==> images/logic_types.png <==
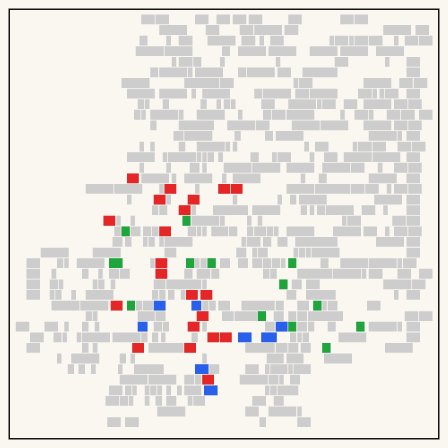
==> images/congestion.png <==
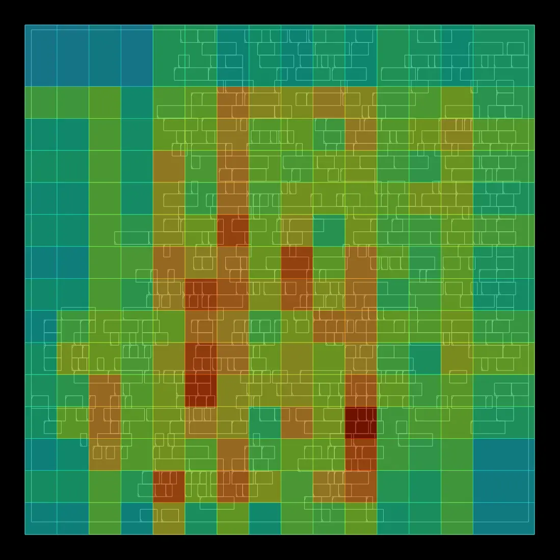
==> images/cell_density.png <==
The die is cut into 11 by 11 equal tiles; white is low, dark blue is high, 0 to 100% covered.
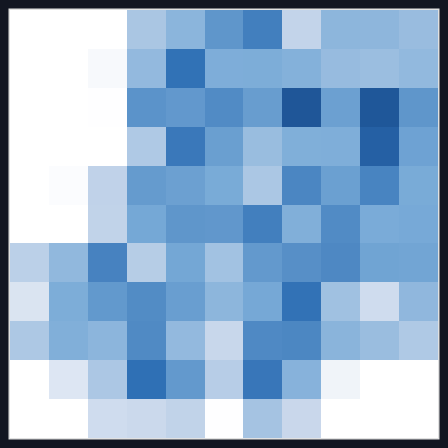
==> images/layer_met2.png <==
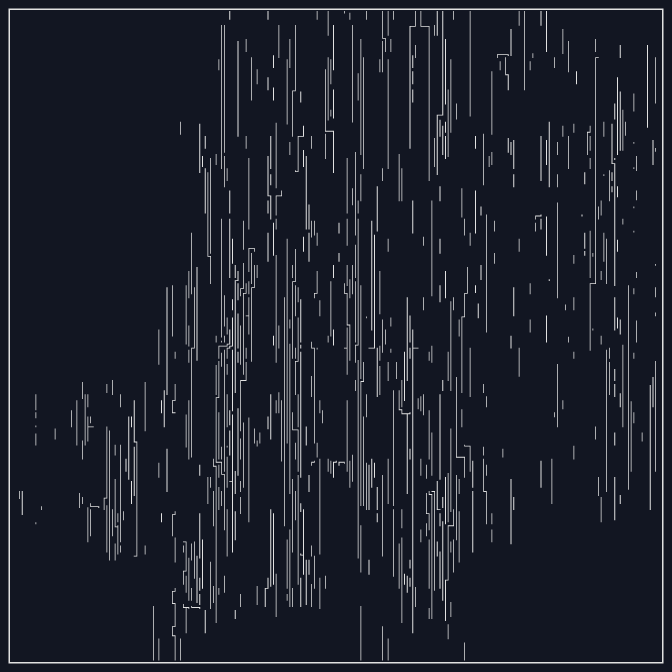
==> images/wires.png <==
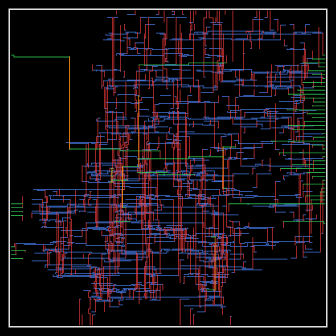
==> config.mk <==
export PLATFORM = sky130hd
export DESIGN_NAME = fft_cache_loader
export DESIGN_NICKNAME = d
export VERILOG_FILES = /design/src/rtl/fft_cache_loader.sv
export SDC_FILE = /design/constraint.sdc
export NUM_CORES = 1
export LEC_CHECK = 0
export CAP_MARGIN = 25
export CELL_PAD_IN_SITES_DETAIL_PLACEMENT = 0
export CELL_PAD_IN_SITES_GLOBAL_PLACEMENT = 2
export CORE_UTILIZATION = 30
export CTS_CLUSTER_SIZE = 16
export DETAILED_ROUTE_END_ITERATION = 8
export MAX_ROUTING_LAYER = met4
export PLACE_DENSITY = 0.84
export SLEW_MARGIN = 25
export SYNTH_ARGS = -nofsm -noshare
export SYNTH_HDL_FRONTEND = slang
export SYNTH_SLANG_ARGS = --single-unit
==> constraint.sdc <==
create_clock -name clk -period 2.4 [get_ports clk]
set_clock_uncertainty 0.1 [all_clocks]
set_input_delay 0.48 -clock clk [delete_from_list [all_inputs] [get_ports clk]]
set_output_delay 0.48 -clock clk [all_outputs]
set_load 0.01 [all_outputs]
==> job_summary.md <==
## Implementation flow summary

| Metric | Value |
|---|---|
| Status | `completed` |
| Largest net degree at the start of global routing | `about 53` |
| Final Cycle Share | `around 96%` |
| Metal3 WL | `481 um` |
| Cell Area, Placed | `4500 um2` |
| Die H | `roughly 110 um` |
| Buffers from clock root to sink, at most | `2` |
| Die area | `12100 um2` |
| Fraction of registers with async set/reset | `0%` |
| First-pass GRT wire length | `around 13 mm` |
| Post-Layout Inst Area | `4800 um2` |
| Post-CTS Resized | `0` |
| Worst Reg2Reg Path Length in Cells | `6` |
| Nets | `about 500` |
| Cell Type Count | `44` |
| Drc violations | `0` |
| Yosys adder share | `roughly 2.5%` |
| Max-slew headroom | `65.5%` |
| CTS sink count | `83` |
| Max-slew violation count | `0` |
| Final Hold Fails | `0` |
| Worst-Margin Slew | `0.518 ns` |
| Crit. End Element | `register` |
| Routed wl met2 | `about 3.6 mm` |
| Routed met1 length | `3.79 mm` |
| Initial antenna violation count | `0` |
| Antenna diodes | `0` |
| Layout cell share with drive strength beyond 1 | `9.56%` |
| TritonCTS clock tree | `yes` |
| Commonest non-fill, non-tap cells in the layout | `dfxtp_1, clkdlybuf4s50_1, nand2_1` |
| Peak Freq | `432 MHz` |
| Post-DP HPWL | `5.89 mm` |
About logic_types.png:
legend:
  red:
    family: XOR/XNOR gates
    cells: 21
  green:
    family: AND and OR gates
    cells: 13
  blue:
    family: AND-OR and OR-AND gates
    cells: 8
    where: bottom middle
Comb area share: 36.1%
non-filler instance count after layout: 624
most frequent logic cell in the layout: dfxtp_1

About congestion.png:
M1 GR Usage: 17.0%
GRT met3 Usage: 3.79%
global route hottest layer: met2

About cell_density.png:
tiles over 75% full: 2.5%
fullest tile: 85%
mean over tiles: 38%
Core Util, Final: 42.2%
FP Util: 30.7%
Core Area: 11400 um2

About layer_met2.png:
share of all routed wire: 45%
nets with wire on the layer: 412
met2 usage: 22.4%
via count: 2903
final WL: 7.99 mm

About wires.png:
legend:
  green:
    layer: metal 3
    wire_length: 481 um
  blue:
    layer: metal 1
    wire_length: 3790 um
  orange:
    layer: metal 4
    wire_length: 108 um
  red:
    layer: metal 2
    wire_length: 3610 um
Overall Global Routing Usage: 14.2%
drt wl/cell: 12.8 um

==> area by class of cell <==
class / count / share of cell area [%]
timing repair buffer: 96 / 18.8
clock buffer: 11 / 4.85
inverter: 7 / 0.547
clock inverter: 5 / 1.30
multi-input combinational: 279 / 36.1
sequential: 83 / 34.7
tap: 143 / 3.73
==> per-stage QoR <==
step | cells | power [mW] | utilization (%)
floorplan | 389 | 2.06 | -
global placement | 608 | 2.36 | 39.6
detailed placement | 608 | 2.37 | 39.6
CTS | 624 | 3.74 | 42.2
global route | 624 | 3.91 | 42.2
finish | 624 | 3.70 | 42.2
==> power by group <==
part	total [mW]	internal [mW]	switching [mW]
clock	1.35	0.811	0.539
combinational	0.845	0.410	0.435
sequential	1.50	1.44	0.0589
total	3.70	2.66	1.03
No activity file was given, so power comes from the tool's default toggle rates.
